==> config.mk <==
export PLATFORM = sky130hd
export DESIGN_NAME = mac_sequencer_flat
export DESIGN_NICKNAME = d
export VERILOG_FILES = /design/src/rtl/mac_sequencer_if.sv /design/src/rtl/mac_sequencer.sv /design/src/flat_wrapper.sv
export SDC_FILE = /design/constraint.sdc
export NUM_CORES = 1
export LEC_CHECK = 0
export ABC_AREA = 1
export CORE_MARGIN = 2
export CORE_UTILIZATION = 49
export DETAILED_ROUTE_END_ITERATION = 10
export HOLD_SLACK_MARGIN = 0.12
export PLACE_DENSITY_LB_ADDON = 0.05
export SYNTH_ARGS = -nofsm -noshare
export SYNTH_HDL_FRONTEND = slang
export SYNTH_SLANG_ARGS = --single-unit
==> constraint.sdc <==
create_clock -name clk -period 3.3 [get_ports clk]
set_input_delay 0.495 -clock clk [delete_from_list [all_inputs] [get_ports clk]]
set_output_delay 0.495 -clock clk [all_outputs]
set_load 0.03 [all_outputs]
### Signal wires on met1

Bar = 20 µm. Supply wires on this layer in grey.
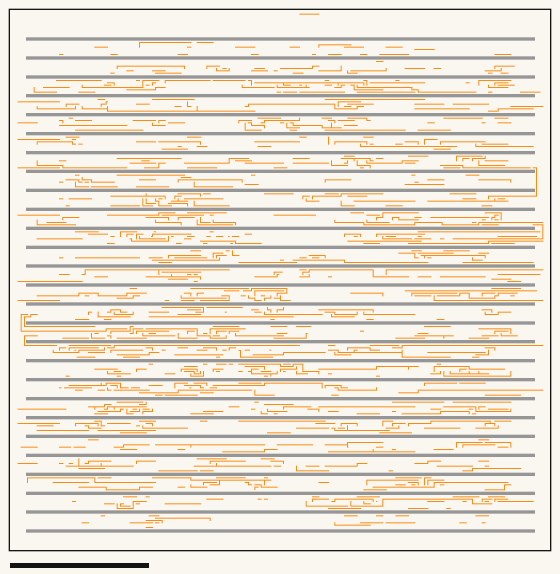
wire length on this layer: 2870 µm
main direction: horizontal
number of vias in the routed layout: 2384
wirelength, routed: 6107 µm

### Metal 2

Bar = 20 µm.
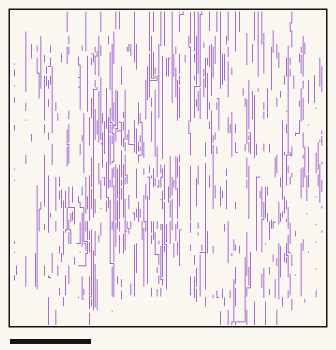
main direction: vertical
share of all routed wire: 46%
longest straight run: 31.4 µm
nets with wire on the layer: 380
wire length on this layer: 2830 µm
met2 Resource Use GR: 0.3543

==> results.py <==
# Auto-generated metrics
metrics = {
    "pwr": {
        "switching_share": 0.4411,
        "pg_seq_w": 0.00118,
        "power_density_nw_per_um2": 977.8,
        "share_clk_of_total_power": 0.158,
        "clock_power_w": 0.000590,
        "power-top-group": "combinational logic",
        "combinational_logic_power_w": 0.00195,
        "total_switching_power_w": 0.001644,
        "p_leak_nw": 1.902,
        "vdd_drop_max_mv": 0.5111,
        "internal-power_w": 0.002084,
        "comb_power_share": 0.524,
        "share_seq_of_total_power": 0.317,
        "pnr_total_power_w": 0.003728,
    },
    "worst_setup_path": {
        "capturing_element_type_of_the_critical_path": "output port",
        "crit_fanout": 7,
        "timing.critical_path.required_ns": 2.80,
        "slowest_stage": "sky130_fd_sc_hd__clkdlybuf4s50_1",
        "timing_worst_setup_path_type": "reg2out",
        "reg2reg_setup_slack_ns": 1.22,
        "cp_top_family": "buffers and inverters",
        "cp_startpoint_kind": "flip-flop",
        "critPathBufInv": 3,
        "max_stage_delay_ns": 0.68,
        "crit_cells": 4,
        "cp_data_arrival_time_ns": 1.95,
        "path_cells": "inv_1 -> ha_1 -> inv_2 -> clkdlybuf4s50_1",
        "reg2regPathDepth": 9,
    },
    "routing": {
        "detail_route.wl_per_cell_um": 12.34,
        "met1_routed_length_um": 2873,
        "drt_first_iter_violations": 140,
        "met3_wirelength_um": 347,
        "antenna_left": 0,
        "drcViolationCount": 0,
        "drtPass1Iterations": 4,
        "dr.max_layer_used": "met4",
        "routed-wl-met2_um": 2833,
        "avgViaCountPerCell": 4.816,
    },
    "final_timing": {
        "hold_ws_ns": 0.4737,
        "timing_max_transition_violations_final": 0,
        "max_slew.worst_pin.slew_ns": 0.4611,
        "rsz0062_at_grt": "false",
        "layout_setup_ws_ns": 0.8593,
        "period_used_share": 0.7396,
        "slew-limit-headroom": 0.6926,
        "max_freq_mhz": 409.7,
        "finalWorstPathRequiredPeriod_ns": 2.441,
        "final_hold_viol_count": 0,
        "setup_viol_count_final": 0,
        "fin_tns_setup_ns": 0,
        "worst_clock_skew_ns": 0.006208,
    },
    "grt": {
        "first_global_vias": 2428,
        "grt_pass1_wl_um": 10540,
        "maximum_number_of_pins_on_one_net_before_global_route_repair": 38,
        "use_met1": 0.2866,
        "antenna_violations_before_repair": 0,
        "grt_util_all_layers": 0.2210,
        "gr-total-overflow": 0,
        "globalRoute.busiestLayer": "met2",
        "met3_use_gr": 0.06163,
    },
    "final_layout": {
        "largest_register_ffs": 20,
        "multi_input_comb_area_um2": 1077,
        "commonest_non_fill_non_tap_cell_in_the_layout": "sky130_fd_sc_hd__nand2_1",
        "antenna_cells_inserted": 0,
        "layout.core_utilization": 0.7371,
        "final_cell_mix": "sky130_fd_sc_hd__nand2_1 (157), sky130_fd_sc_hd__clkdlybuf4s50_1 (90), sky130_fd_sc_hd__dfrtp_1 (57)",
        "design_area_um2": 3812,
        "register_area_um2": 1426,
        "flow.area_growth_from_synthesis_pct": 43.59,
        "design.final.nets": 475,
        "fill_cells": 396,
        "post_route_cells_drive_above_1_share": 0.09882,
        "final_cells": 495,
    },
    "flow_run": {
        "maxcap_violations": 0,
        "warning_count": 30,
    },
    "synthesis": {
        "syn_area_per_cell_um2": 8.195,
        "synth.area.top_cells": "sky130_fd_sc_hd__dfrtp_1 (54%), sky130_fd_sc_hd__nand2_1 (22%), sky130_fd_sc_hd__ha_1 (3.8%), sky130_fd_sc_hd__inv_1 (2.8%), sky130_fd_sc_hd__nand3_1 (2.8%)",
        "synth-seq-area-share": 0.5372,
        "ff_type": "sky130_fd_sc_hd__dfrtp_1",
        "yosys.area.top_type": "sky130_fd_sc_hd__dfrtp_1",
        "yosys_warnings": 0,
        "ys.flops": 57,
        "edff_count_synth": 0,
        "mappedNetlistNets": 378,
        "mappedNetlistArea_um2": 2655,
        "count_of_instantiated_cells_in_the_yosys_netlist": 324,
        "yosys.stat.chipArea_um2": 2655,
        "netlist-cell-type-count": 27,
        "most_repeated_cell_in_the_gate_level_netlist_after_synthesis": "sky130_fd_sc_hd__nand2_1",
        "post-synth-top-area-fraction": 0.5372,
        "async_flop_share": 1.000,
        "top_cells_by_count": "sky130_fd_sc_hd__nand2_1 (157), sky130_fd_sc_hd__dfrtp_1 (57), sky130_fd_sc_hd__inv_1 (20)",
        "synth_cells": 324,
    },
    "cts": {
        "cts_resized": 0,
        "tritoncts_num_sinks": 57,
        "htreeDepth": 3,
        "clock_tree_from_tritoncts": "built",
        "hold_buffers": 1,
        "cts_post_setup_buffers_inserted": 0,
        "cts-root-buf": "sky130_fd_sc_hd__clkbuf_8",
        "clk_transition_reported_paths_ns": 0.06,
        "clock_insertion_delay_worst_skew_ns": 0.34,
        "cts_made_buffers": 9,
        "cts_buffer_depth": 2,
    },
    "hold_path": {
        "worst_hold_path.num_cells": 2,
        "hold_path_class": "reg2reg",
    },
    "placement": {
        "gp_routability_congestion": 0.8234,
        "io_buffers": 91,
        "post-place-ws_ns": 1.004,
        "detailed_place.area_um2": 3621,
        "post-dp-hpwl_um": 4446,
        "placedCellCount": 479,
    },
    "floorplan": {
        "chip_area_um2": 6023,
        "die_height_um": 77.61,
        "rows": 26,
        "design.core.area_um2": 5172,
        "die_width_um": 77.61,
        "floorplan.io_pins": 92,
        "fp_util": 0.5133,
    },
    "outcome": {
        "result_of_the_run": "completed",
    },
}
==> cell type report <==
cell class	instances	share of cell area
Tap cell	70	0.02297
Clock inverter	2	0.003282
Sequential cell	57	0.3741
Clock buffer	13	0.04431
Multi-Input combinational cell	230	0.2826
Inverter	29	0.02855
Timing Repair Buffer	94	0.2442
==> worst min-delay path, cell delays in order (launching register included) <==
cell,delay (ns)
sky130_fd_sc_hd__dfrtp_1,0.34
sky130_fd_sc_hd__nand2_1,0.05
sky130_fd_sc_hd__nand2_1,0.05
==> logic make-up (layout without fill, tap and decap cells) <==
family          count (synthesis)  count (layout)  synth area share
buf+inv                        37             138           0.05702
xor+xnor                        3               3          0.009898
simple gates                  202             202            0.3223
fa+ha+maj                       8               8           0.03770
flops                          57              57            0.5372
compound gates                 17              17           0.03582
No activity file was given, so power comes from the tool's default toggle rates.
